==> images/route_heat.png <==
The bar under the picture is 20 um long. 14 x 14 tiles, from black (low) to pale yellow (high), scaled to the fullest tile. Values are wire area over tile area, all layers added.
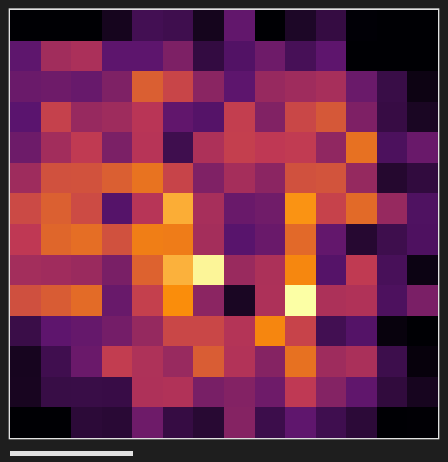
==> images/m2.png <==
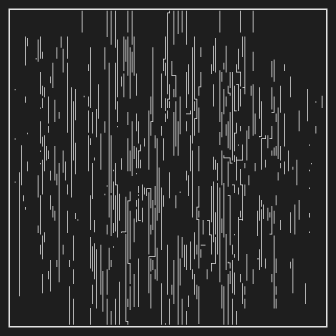
`config.mk`:
```
export PLATFORM = sky130hd
export DESIGN_NAME = demultiplexer_1to2_stream_flat
export DESIGN_NICKNAME = d
export VERILOG_FILES = /design/src/rtl/demultiplexer_1to2_stream_if.sv /design/src/rtl/demultiplexer_1to2_stream.sv /design/src/flat_wrapper.sv
export SDC_FILE = /design/constraint.sdc
export NUM_CORES = 1
export LEC_CHECK = 0
export CAP_MARGIN = 20
export CORE_MARGIN = 2
export CORE_UTILIZATION = 50
export DETAILED_ROUTE_END_ITERATION = 16
export PLACE_DENSITY_LB_ADDON = 0.12
export SYNTH_ARGS = -nofsm -noshare
export SYNTH_HDL_FRONTEND = slang
export SYNTH_SLANG_ARGS = --single-unit
export TNS_END_PERCENT = 5
```
`constraint.sdc`:
```
create_clock -name clk -period 3.8 [get_ports clk]
set_input_delay 0.57 -clock clk [delete_from_list [all_inputs] [get_ports clk]]
set_output_delay 0.57 -clock clk [all_outputs]
set_load 0.05 [all_outputs]
```
`src/rtl/demultiplexer_1to2_stream_if.sv`:
```
// Handshake bundle for the 1-to-2 stream demultiplexer: one upstream port,
// two downstream channels, plus routing controls and debug counters.
interface demultiplexer_1to2_stream_if #(
    parameter int unsigned N_BITS   = 8,
    parameter int unsigned CNT_BITS = 16
);
    logic                In_Valid;
    logic                In_Ready;
    logic [N_BITS-1:0]   In_Data;
    logic                Selector;
    logic                Alternate;

    logic                Out0_Valid;
    logic                Out0_Ready;
    logic [N_BITS-1:0]   Out0_Data;
    logic                Out1_Valid;
    logic                Out1_Ready;
    logic [N_BITS-1:0]   Out1_Data;

    logic                Next_Sel;
    logic [CNT_BITS-1:0] Count_0;
    logic [CNT_BITS-1:0] Count_1;

    // Environment side: produces upstream words and consumes both channels.
    modport master (
        output In_Valid,
        output In_Data,
        output Selector,
        output Alternate,
        output Out0_Ready,
        output Out1_Ready,
        input  In_Ready,
        input  Out0_Valid,
        input  Out0_Data,
        input  Out1_Valid,
        input  Out1_Data,
        input  Next_Sel,
        input  Count_0,
        input  Count_1
    );

    // Demultiplexer side.
    modport slave (
        input  In_Valid,
        input  In_Data,
        input  Selector,
        input  Alternate,
        input  Out0_Ready,
        input  Out1_Ready,
        output In_Ready,
        output Out0_Valid,
        output Out0_Data,
        output Out1_Valid,
        output Out1_Data,
        output Next_Sel,
        output Count_0,
        output Count_1
    );
endinterface

```
`src/rtl/demultiplexer_1to2_stream.sv`:
```
// Registered 1-to-2 stream demultiplexer with Selector or round-robin routing,
// a single-entry holding register per channel and per-channel drain counters.
module demultiplexer_1to2_stream #(
    parameter int unsigned N_BITS   = 8,
    parameter int unsigned CNT_BITS = 16
) (
    input logic                        clk,
    input logic                        reset,
    demultiplexer_1to2_stream_if.slave bus
);
    logic                sel_eff;
    logic                in_ready;
    logic                accept;
    logic [1:0]          out_ready;
    logic [1:0]          drain;
    logic [1:0]          load;

    logic [1:0]          full_q, full_d;
    logic [N_BITS-1:0]   data_q [2];
    logic [N_BITS-1:0]   data_d [2];
    logic [CNT_BITS-1:0] cnt_q  [2];
    logic [CNT_BITS-1:0] cnt_d  [2];
    logic                next_sel_q, next_sel_d;

    assign out_ready = {bus.Out1_Ready, bus.Out0_Ready};

    // Ready looks only at the selected channel, so a blocked channel never
    // stalls traffic routed to the other one.
    always_comb begin
        sel_eff  = bus.Alternate ? next_sel_q : bus.Selector;
        drain    = full_q & out_ready;
        in_ready = ~full_q[sel_eff] | drain[sel_eff];
        accept   = bus.In_Valid & in_ready;
        load     = {accept & sel_eff, accept & ~sel_eff};
    end

    always_comb begin
        next_sel_d = next_sel_q;
        if (accept && bus.Alternate) begin
            next_sel_d = ~next_sel_q;
        end
        for (int i = 0; i < 2; i++) begin
            // Load wins over drain, so a full channel streams without a bubble.
            full_d[i] = load[i] | (full_q[i] & ~drain[i]);
            data_d[i] = load[i] ? bus.In_Data : data_q[i];
            cnt_d[i]  = drain[i] ? cnt_q[i] + CNT_BITS'(1) : cnt_q[i];
        end
    end

    always_ff @(posedge clk) begin
        if (reset) begin
            full_q     <= 2'b00;
            next_sel_q <= 1'b0;
            for (int i = 0; i < 2; i++) begin
                data_q[i] <= '0;
                cnt_q[i]  <= '0;
            end
        end else begin
            full_q     <= full_d;
            next_sel_q <= next_sel_d;
            for (int i = 0; i < 2; i++) begin
                data_q[i] <= data_d[i];
                cnt_q[i]  <= cnt_d[i];
            end
        end
    end

    assign bus.In_Ready   = in_ready;
    assign bus.Out0_Valid = full_q[0];
    assign bus.Out0_Data  = data_q[0];
    assign bus.Out1_Valid = full_q[1];
    assign bus.Out1_Data  = data_q[1];
    assign bus.Next_Sel   = next_sel_q;
    assign bus.Count_0    = cnt_q[0];
    assign bus.Count_1    = cnt_q[1];
endmodule

```
`src/flat_wrapper.sv`:
```
// flat-port wrapper written by rule: the top's interface ports become plain ports
module demultiplexer_1to2_stream_flat 
#(
    parameter int unsigned N_BITS   = 8,
    parameter int unsigned CNT_BITS = 16
)
  (clk, reset, bus_In_Valid, bus_In_Data, bus_Selector, bus_Alternate, bus_Out0_Ready, bus_Out1_Ready, bus_In_Ready, bus_Out0_Valid, bus_Out0_Data, bus_Out1_Valid, bus_Out1_Data, bus_Next_Sel, bus_Count_0, bus_Count_1);
  demultiplexer_1to2_stream_if #(.N_BITS(N_BITS), .CNT_BITS(CNT_BITS)) bus_i ();
  input logic clk;
  input logic reset;
  input wire logic [$bits(bus_i.In_Valid)-1:0] bus_In_Valid;
  input wire logic [$bits(bus_i.In_Data)-1:0] bus_In_Data;
  input wire logic [$bits(bus_i.Selector)-1:0] bus_Selector;
  input wire logic [$bits(bus_i.Alternate)-1:0] bus_Alternate;
  input wire logic [$bits(bus_i.Out0_Ready)-1:0] bus_Out0_Ready;
  input wire logic [$bits(bus_i.Out1_Ready)-1:0] bus_Out1_Ready;
  output wire logic [$bits(bus_i.In_Ready)-1:0] bus_In_Ready;
  output wire logic [$bits(bus_i.Out0_Valid)-1:0] bus_Out0_Valid;
  output wire logic [$bits(bus_i.Out0_Data)-1:0] bus_Out0_Data;
  output wire logic [$bits(bus_i.Out1_Valid)-1:0] bus_Out1_Valid;
  output wire logic [$bits(bus_i.Out1_Data)-1:0] bus_Out1_Data;
  output wire logic [$bits(bus_i.Next_Sel)-1:0] bus_Next_Sel;
  output wire logic [$bits(bus_i.Count_0)-1:0] bus_Count_0;
  output wire logic [$bits(bus_i.Count_1)-1:0] bus_Count_1;
  assign bus_i.In_Valid = bus_In_Valid;
  assign bus_i.In_Data = bus_In_Data;
  assign bus_i.Selector = bus_Selector;
  assign bus_i.Alternate = bus_Alternate;
  assign bus_i.Out0_Ready = bus_Out0_Ready;
  assign bus_i.Out1_Ready = bus_Out1_Ready;
  assign bus_In_Ready = bus_i.In_Ready;
  assign bus_Out0_Valid = bus_i.Out0_Valid;
  assign bus_Out0_Data = bus_i.Out0_Data;
  assign bus_Out1_Valid = bus_i.Out1_Valid;
  assign bus_Out1_Data = bus_i.Out1_Data;
  assign bus_Next_Sel = bus_i.Next_Sel;
  assign bus_Count_0 = bus_i.Count_0;
  assign bus_Count_1 = bus_i.Count_1;
  demultiplexer_1to2_stream #(.N_BITS(N_BITS), .CNT_BITS(CNT_BITS)) u_core (.clk(clk), .reset(reset), .bus(bus_i));
endmodule
```
==> out/qor.txt <==
Post-synth EDFFs: 0
Yosys Warn Count: 0
drt drc: 0
xor/xnor share: 0.0772
Yosys reg bits: 51
num tapcells: 50
CP endpoint: bus_In_Ready
Slew Limit Fails: 0
H-tree depth: 2
syn nets: 252
worst reg-to-reg setup slack: 2.10 ns
number of global-route vias before repair: 1,771
final net count: 314
Worst Path Arrival: 2.43 ns
worst vdd ir: 0.000247 V
CTS buffer count: 5
fraction of cell area in non-clock buffers: 0.226
Power Sequential: 0.557 mW
fraction of area in registers: 0.352
outcome: finished, final reports clean
Top FF cell, synth: dfxtp_1
Post-Synth Adder-Cell Area: 0.0116
row count: 23
area fraction in mux cells: 0.105
hold endpoint: u_core.cnt_q[0][15]$_SDFFE_PP0P_
Synth cell types: 34
P_int: 0.725 mW
global placement routability congestion: 0.733
reported net switching power: 0.266 mW
Final Critical Period: 3.00 ns
ant diodes: 0
final period utilization: 0.790
# Cells Yosys: 235
Worst Skew: 0.00417 ns
share of power burned in registers: 0.562
Notes on route_heat.png above:
mean over tiles: 0.15
emptiest ninth of the die: north-east
fullest tile: 0.44
nearly empty tiles: 8.2%
tiles over half the peak: 26%
Final Routed Wirelength: 4500 um
total number of vias: 1,842
total track usage: 0.192
Routed wire per std cell: 12.9 um

Notes on m2.png above:
nets with wire on the layer: 277
share of all routed wire: 47%
wire length on this layer: 2,110 um
longest straight run: 34.0 um
main direction: vertical
global-route met2 utilization: 0.321

[through the flow]
stage	instance area [sq um]	cells	setup slack [ns]	util	hold WS, ns
after floorplan	2150	235	1.78	-	0.694
after global placement	2820	340	0.824	0.689	0.466
after detailed placement	2820	340	0.803	0.689	0.476
after CTS	2900	348	0.789	0.710	0.489
after global routing	2900	348	0.658	0.710	0.525
final	2900	348	0.797	0.710	0.487
[worst max-delay path: stages]
cell             delay (ns)
clkdlybuf4s50_1        0.51
mux2i_1                0.28
mux2_2                 0.36
clkdlybuf4s50_1        0.71
[metal layers]
metal / up-vias / track usage
met5: - / 0
met4: 0 / 0.0748
met3: 8 / 0.0712
met2: 47 / 0.321
met1: 861 / 0.224
li1: 926 / -
Power is estimated from default activity; no workload was simulated.
